Fig. 1: M3 wires
Scale: 1.5 px per µm.
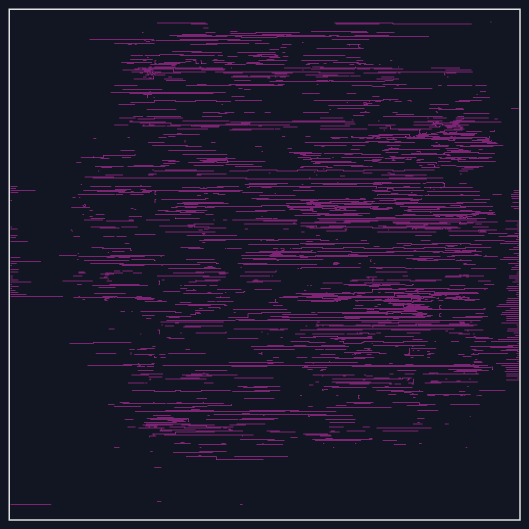
Fig. 2: wiring heat map
Scale: 1 px per µm. 34 x 34 tiles, from black (low) to pale yellow (high), scaled to the fullest tile. Values are wire area over tile area, all layers added.
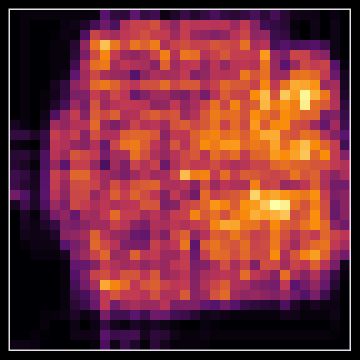
Fig. 3: clock nets
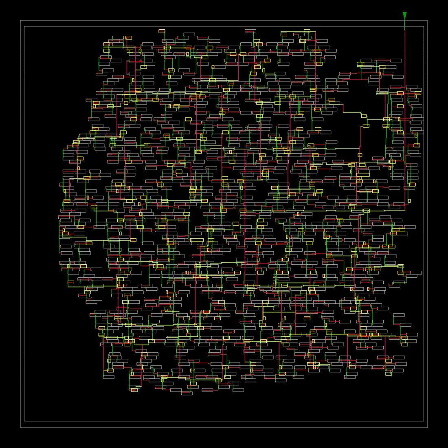
===== src/rtl/cpu_pkg.sv =====
// rtl/cpu_pkg.sv - shared CPU encodings, default register indices and index type
package cpu_pkg;

   localparam int NUM_REGS_DEFAULT = 32;
   localparam int LINK_REG_DEFAULT = 31;
   localparam int FLAG_REG_DEFAULT = 30;

   typedef enum logic [1:0] {
      WB_SRC_ALU  = 2'd0,
      WB_SRC_MEM  = 2'd1,
      WB_SRC_LINK = 2'd2,
      WB_SRC_RSVD = 2'd3
   } wb_src_e;

   typedef logic [$clog2(NUM_REGS_DEFAULT)-1:0] reg_idx_t;

endpackage


===== src/rtl/regfile_wb_sb_if.sv =====
// rtl/regfile_wb_sb_if.sv - decode/write-back bus into the register file
interface regfile_wb_sb_if #(
   parameter int DATA_W     = 32,
   parameter int NUM_REGS   = 32,
   parameter int READ_PORTS = 2,
   parameter int OVF_CNT_W  = 8
);
   localparam int AW = $clog2(NUM_REGS);

   logic [READ_PORTS*AW-1:0]     rd_addr;
   logic [READ_PORTS*DATA_W-1:0] rd_data;
   logic [READ_PORTS-1:0]        rd_busy;
   logic                         iss_valid;
   logic [AW-1:0]                iss_addr;
   logic                         wb_en;
   logic [AW-1:0]                wb_addr;
   logic [1:0]                   wb_src;
   logic [DATA_W-1:0]            alu_res;
   logic                         alu_ovf;
   logic [DATA_W-1:0]            mem_data;
   logic                         addr_err;
   logic                         link_en;
   logic [DATA_W-1:0]            link_data;
   logic                         ovf_flag;
   logic [OVF_CNT_W-1:0]         ovf_count;

   modport master (
      output rd_addr, iss_valid, iss_addr, wb_en, wb_addr, wb_src, alu_res, alu_ovf,
             mem_data, addr_err, link_en, link_data,
      input  rd_data, rd_busy, ovf_flag, ovf_count
   );

   modport slave (
      input  rd_addr, iss_valid, iss_addr, wb_en, wb_addr, wb_src, alu_res, alu_ovf,
             mem_data, addr_err, link_en, link_data,
      output rd_data, rd_busy, ovf_flag, ovf_count
   );

endinterface


===== src/rtl/regfile_wb_sb_scoreboard.sv =====
// rtl/regfile_wb_sb_scoreboard.sv - per-register busy bits for in-flight writes
module reg_scoreboard #(
   parameter int NUM_REGS   = 32,
   parameter int READ_PORTS = 2,
   parameter int LINK_REG   = 31,
   parameter int BYPASS     = 1,
   localparam int AW        = $clog2(NUM_REGS)
) (
   input  logic                     clk,
   input  logic                     reset,
   input  logic                     iss_valid,
   input  logic [AW-1:0]            iss_addr,
   input  logic                     wb_en,
   input  logic [AW-1:0]            wb_addr,
   input  logic                     link_en,
   input  logic [READ_PORTS*AW-1:0] rd_addr,
   output logic [READ_PORTS-1:0]    rd_busy
);

   logic [NUM_REGS-1:0] busy;
   logic [NUM_REGS-1:0] set_vec;
   logic [NUM_REGS-1:0] clr_vec;
   logic [AW-1:0]       rd_idx;

   always_comb begin
      set_vec = '0;
      clr_vec = '0;
      if (iss_valid) set_vec[iss_addr] = 1'b1;
      if (wb_en)     clr_vec[wb_addr]  = 1'b1;
      if (link_en)   clr_vec[LINK_REG] = 1'b1;
      set_vec[0] = 1'b0;
   end

   // A new issue is a younger writer than the one completing, so set wins.
   always_ff @(posedge clk or posedge reset) begin
      if (reset) busy <= '0;
      else       busy <= (busy & ~clr_vec) | set_vec;
   end

   always_comb begin
      rd_busy = '0;
      rd_idx  = '0;
      for (int k = 0; k < READ_PORTS; k++) begin
         rd_idx     = rd_addr[k*AW +: AW];
         rd_busy[k] = busy[rd_idx] &&
                      !((BYPASS != 0) && clr_vec[rd_idx] && !set_vec[rd_idx]);
      end
   end

endmodule


===== src/rtl/regfile_wb_sb.sv =====
// rtl/regfile_wb_sb.sv - multi-port register file with write-back exception
// suppression, overflow flag/counter, write bypass and busy scoreboard
module regfile_wb_sb
   import cpu_pkg::*;
#(
   parameter int DATA_W     = 32,
   parameter int NUM_REGS   = NUM_REGS_DEFAULT,
   parameter int READ_PORTS = 2,
   parameter int LINK_REG   = LINK_REG_DEFAULT,
   parameter int FLAG_REG   = FLAG_REG_DEFAULT,
   parameter int BYPASS     = 1,
   parameter int OVF_CNT_W  = 8
) (
   input logic          clk,
   input logic          reset,
   regfile_wb_sb_if.slave bus
);

   localparam int AW = $clog2(NUM_REGS);
   localparam logic [AW-1:0] LINK_IDX = AW'(LINK_REG);
   localparam logic [AW-1:0] FLAG_IDX = AW'(FLAG_REG);

   logic [DATA_W-1:0]            regs [NUM_REGS];
   logic [DATA_W-1:0]            wb_data;
   logic                         commit;
   logic                         wb_write;
   logic                         link_write;
   logic                         flag_set;
   logic                         flag_clr;
   logic                         ovf_pending;
   logic [OVF_CNT_W-1:0]         ovf_count_q;
   logic [AW-1:0]                rd_idx;
   logic [DATA_W-1:0]            rd_val;
   logic [READ_PORTS*DATA_W-1:0] rd_data_c;

   always_comb begin
      case (wb_src_e'(bus.wb_src))
         WB_SRC_MEM:  wb_data = bus.mem_data;
         WB_SRC_LINK: wb_data = bus.link_data;
         default:     wb_data = bus.alu_res;
      endcase
   end

   assign commit     = bus.wb_en && !bus.alu_ovf && !bus.addr_err;
   assign wb_write   = commit && (bus.wb_addr != '0);
   assign link_write = bus.link_en && (LINK_IDX != '0) &&
                       !(wb_write && (bus.wb_addr == LINK_IDX));
   assign flag_set   = bus.wb_en && bus.alu_ovf;
   // An explicit write to the flag register overrides the pending clear.
   assign flag_clr   = commit && ovf_pending && !(wb_write && (bus.wb_addr == FLAG_IDX));

   always_ff @(posedge clk or posedge reset) begin
      if (reset) begin
         for (int i = 0; i < NUM_REGS; i++) regs[i] <= '0;
         ovf_pending <= 1'b0;
         ovf_count_q <= '0;
      end else begin
         for (int i = 1; i < NUM_REGS; i++) begin
            if (wb_write && (bus.wb_addr == AW'(i)))
               regs[i] <= wb_data;
            else if (link_write && (LINK_IDX == AW'(i)))
               regs[i] <= bus.link_data;
            else if ((FLAG_IDX == AW'(i)) && flag_set)
               regs[i] <= DATA_W'(1);
            else if ((FLAG_IDX == AW'(i)) && flag_clr)
               regs[i] <= '0;
         end
         if (flag_set)    ovf_pending <= 1'b1;
         else if (commit) ovf_pending <= 1'b0;
         if (flag_set && (ovf_count_q != '1))
            ovf_count_q <= ovf_count_q + OVF_CNT_W'(1);
      end
   end

   always_comb begin
      rd_data_c = '0;
      rd_idx    = '0;
      rd_val    = '0;
      for (int k = 0; k < READ_PORTS; k++) begin
         rd_idx = bus.rd_addr[k*AW +: AW];
         rd_val = regs[rd_idx];
         if (BYPASS != 0) begin
            if (wb_write && (bus.wb_addr == rd_idx))
               rd_val = wb_data;
            else if (link_write && (LINK_IDX == rd_idx))
               rd_val = bus.link_data;
         end
         if (rd_idx == '0) rd_val = '0;
         rd_data_c[k*DATA_W +: DATA_W] = rd_val;
      end
   end

   assign bus.rd_data   = rd_data_c;
   assign bus.ovf_flag  = regs[FLAG_REG][0];
   assign bus.ovf_count = ovf_count_q;

   reg_scoreboard #(
      .NUM_REGS   (NUM_REGS),
      .READ_PORTS (READ_PORTS),
      .LINK_REG   (LINK_REG),
      .BYPASS     (BYPASS)
   ) u_scoreboard (
      .clk       (clk),
      .reset     (reset),
      .iss_valid (bus.iss_valid),
      .iss_addr  (bus.iss_addr),
      .wb_en     (bus.wb_en),
      .wb_addr   (bus.wb_addr),
      .link_en   (bus.link_en),
      .rd_addr   (bus.rd_addr),
      .rd_busy   (bus.rd_busy)
   );

endmodule


===== src/flat_wrapper.sv =====
// flat-port wrapper written by rule: the top's interface ports become plain ports
module regfile_wb_sb_flat import cpu_pkg::*;
#(
   parameter int DATA_W     = 32,
   parameter int NUM_REGS   = NUM_REGS_DEFAULT,
   parameter int READ_PORTS = 2,
   parameter int LINK_REG   = LINK_REG_DEFAULT,
   parameter int FLAG_REG   = FLAG_REG_DEFAULT,
   parameter int BYPASS     = 1,
   parameter int OVF_CNT_W  = 8
)
  (clk, reset, bus_rd_addr, bus_iss_valid, bus_iss_addr, bus_wb_en, bus_wb_addr, bus_wb_src, bus_alu_res, bus_alu_ovf, bus_mem_data, bus_addr_err, bus_link_en, bus_link_data, bus_rd_data, bus_rd_busy, bus_ovf_flag, bus_ovf_count);
  regfile_wb_sb_if #(.DATA_W(DATA_W), .NUM_REGS(NUM_REGS), .READ_PORTS(READ_PORTS), .OVF_CNT_W(OVF_CNT_W)) bus_i ();
  input logic clk;
  input logic reset;
  input wire logic [$bits(bus_i.rd_addr)-1:0] bus_rd_addr;
  input wire logic [$bits(bus_i.iss_valid)-1:0] bus_iss_valid;
  input wire logic [$bits(bus_i.iss_addr)-1:0] bus_iss_addr;
  input wire logic [$bits(bus_i.wb_en)-1:0] bus_wb_en;
  input wire logic [$bits(bus_i.wb_addr)-1:0] bus_wb_addr;
  input wire logic [$bits(bus_i.wb_src)-1:0] bus_wb_src;
  input wire logic [$bits(bus_i.alu_res)-1:0] bus_alu_res;
  input wire logic [$bits(bus_i.alu_ovf)-1:0] bus_alu_ovf;
  input wire logic [$bits(bus_i.mem_data)-1:0] bus_mem_data;
  input wire logic [$bits(bus_i.addr_err)-1:0] bus_addr_err;
  input wire logic [$bits(bus_i.link_en)-1:0] bus_link_en;
  input wire logic [$bits(bus_i.link_data)-1:0] bus_link_data;
  output wire logic [$bits(bus_i.rd_data)-1:0] bus_rd_data;
  output wire logic [$bits(bus_i.rd_busy)-1:0] bus_rd_busy;
  output wire logic [$bits(bus_i.ovf_flag)-1:0] bus_ovf_flag;
  output wire logic [$bits(bus_i.ovf_count)-1:0] bus_ovf_count;
  assign bus_i.rd_addr = bus_rd_addr;
  assign bus_i.iss_valid = bus_iss_valid;
  assign bus_i.iss_addr = bus_iss_addr;
  assign bus_i.wb_en = bus_wb_en;
  assign bus_i.wb_addr = bus_wb_addr;
  assign bus_i.wb_src = bus_wb_src;
  assign bus_i.alu_res = bus_alu_res;
  assign bus_i.alu_ovf = bus_alu_ovf;
  assign bus_i.mem_data = bus_mem_data;
  assign bus_i.addr_err = bus_addr_err;
  assign bus_i.link_en = bus_link_en;
  assign bus_i.link_data = bus_link_data;
  assign bus_rd_data = bus_i.rd_data;
  assign bus_rd_busy = bus_i.rd_busy;
  assign bus_ovf_flag = bus_i.ovf_flag;
  assign bus_ovf_count = bus_i.ovf_count;
  regfile_wb_sb #(.DATA_W(DATA_W), .NUM_REGS(NUM_REGS), .READ_PORTS(READ_PORTS), .LINK_REG(LINK_REG), .FLAG_REG(FLAG_REG), .BYPASS(BYPASS), .OVF_CNT_W(OVF_CNT_W)) u_core (.clk(clk), .reset(reset), .bus(bus_i));
endmodule

===== config.mk =====
export PLATFORM = sky130hd
export DESIGN_NAME = regfile_wb_sb_flat
export DESIGN_NICKNAME = d
export VERILOG_FILES = /design/src/rtl/cpu_pkg.sv /design/src/rtl/regfile_wb_sb_if.sv /design/src/rtl/regfile_wb_sb_scoreboard.sv /design/src/rtl/regfile_wb_sb.sv /design/src/flat_wrapper.sv
export SDC_FILE = /design/constraint.sdc
export NUM_CORES = 2
export LEC_CHECK = 0
export CAP_MARGIN = 15
export CORE_MARGIN = 3
export CORE_UTILIZATION = 50
export CTS_BUF_LIST = sky130_fd_sc_hd__clkbuf_8
export DETAILED_ROUTE_END_ITERATION = 16
export HOLD_SLACK_MARGIN = 0.02
export PLACE_DENSITY = 0.74
export SYNTH_ARGS = -nofsm -noshare
export SYNTH_HDL_FRONTEND = slang
export SYNTH_SLANG_ARGS = --single-unit

===== constraint.sdc =====
create_clock -name clk -period 34.3 [get_ports clk]
set_input_delay 3.43 -clock clk [delete_from_list [all_inputs] [get_ports clk]]
set_output_delay 3.43 -clock clk [all_outputs]
set_load 0.005 [all_outputs]

==> flow_summary.ini <==
; flow metrics
[clocking]
cts_buffers = 171
postCtsSetupBuffers = 0
cts_hold_buf = 0
clk_latency_ps = 860
htreeDepth = 4
clk_pin_slew_ps = 50

[floorplanning]
fp_util_pct = 50.7
coreArea_mm2 = 0.110
die_area_mm2 = 0.115
num_rows = 121

[worst_setup_path]
crit_end = bus_rd_data[4]
r2r-start = u_core.bus.ovf_count[0]$_DFFE_PP0P_
rrSetupSlack_ps = 32270
crit_top_cell = buf_4
critical_path_class = primary input to primary output
worst-path-stages = 9
arrival_ps = 8930
worst-endpoint-required_ps = 30870
slowest_stage = buf_4
critPathTopFamily = buffers and inverters

[final_timing]
clock.fmax_mhz = 80.9
rsz0062_at_grt = no
setup_ws_ps = 21940
period_minus_slack_ps = 12360
worstMarginPinSlew_ps = 1300
setup_tns_ps = 0

[finish]
utilization_pct = 56.6
final_layout_top_logic_cells = nand2_1 (1095), o21ai_0 (1059), dfrtp_1 (1033)
nets = 5064
logic_area_mm2 = 0.0279
stdcell_area_mm2 = 0.0621
largest_register = u_core.regs
layout-area-overhead-vs-synth_pct = 11.6
fill_cells = 8960
final_cells = 6551

[grt]
antenna_found_initial = 3
grt_start_max_net_pins = 183

[pwr]
power_density_mw_per_mm2 = 47.8
p_comb_share_pct = 15.0
pwr-share-seq_pct = 46.6
switching_share_pct = 28.0
clkPwrFrac_pct = 38.3
totalPowerFinal_mw = 2.97
peakVddDrop_mv = 0.0385
leakage_nw = 25.7

[logic_synthesis]
top_area_cell = dfrtp_1
synthXorXnorAreaFrac_pct = 0.299
ys_warn_count = 32
area_leaders = dfrtp_1 (46%), mux4_2 (24%), o21ai_0 (9.5%), nand2_1 (7.6%), clkbuf_1 (2.6%)
yosys.stat.seqShare_pct = 46.5
mux_share_pct = 26.0
yosysMostFrequentCell = nand2_1
synth.avg_cell_area_um2 = 11.2
ys_sh_aoi_pct = 13.6
synth-edff-count = 0
ff_type = dfrtp_1
fp_nets = 5110
netlist_area_mm2 = 0.0556

[run]
openroad.warnings = 43

[min_path]
hold_start = u_core.regs[381]$_DFFE_PP0P_
hold_path_class = flop to flop

[route]
ant_nets = 0
drt_pass1_iterations = 6

[placed_design]
dp_hpwl_um = 100000
dp_cells = 6235
port_buffers = 199
place_congestion = 0.864

[status]
status = finished clean
## Picture notes: Fig. 1
longest straight run = 217 µm
main direction = horizontal
wire length on this layer = 20.1 mm
share of all routed wire = 11%
nets with wire on the layer = 621
vias: 43500
GRT met3 Usage: 8.25%
Total Wirelength: 176000 µm

## Picture notes: Fig. 2
nearly empty tiles = 17%
mean over tiles = 0.26
densest ninth of the die = east
tiles over half the peak = 36%
fullest tile = 0.71
emptiest ninth of the die = south-west
routed len/inst: 26.8 µm
gr usage total: 30.4%

## Picture notes: Fig. 3
clk pwr: 1.14 mW
Clock Sinks: 1033
Clock Skews: 16.8 ps

## power groups by stage
stage,clock (mW),combinational [mW],sequential (mW)
6_report,1.14,0.446,1.38
5_1_grt,1.20,0.484,1.39
4_1_cts,1.15,0.443,1.38
3_5_place_dp,0,0.442,1.40
3_3_place_gp,0,0.431,1.39
2_1_floorplan,0,0.305,1.38
## cell type report
type	instances	area share, %
multi-input combinational	3419	44.9
sequential	1033	41.6
clock buffer	229	5.08
timing repair buffer	306	4.67
tap	1476	2.97
clock inverter	78	0.703
inverter	5	0.0423
antenna	5	0.0202
## per-layer routing
metal / vias up / GRT usage (%) / share of wire, %
li1: 18200 / - / -
met1: 22000 / 41.2 / 38
met2: 2743 / 46.7 / 46
met3: 540 / 8.25 / 11
met4: 0 / 12.9 / 4.4
met5: - / 0 / 0
Power and IR drop assume default switching activity.
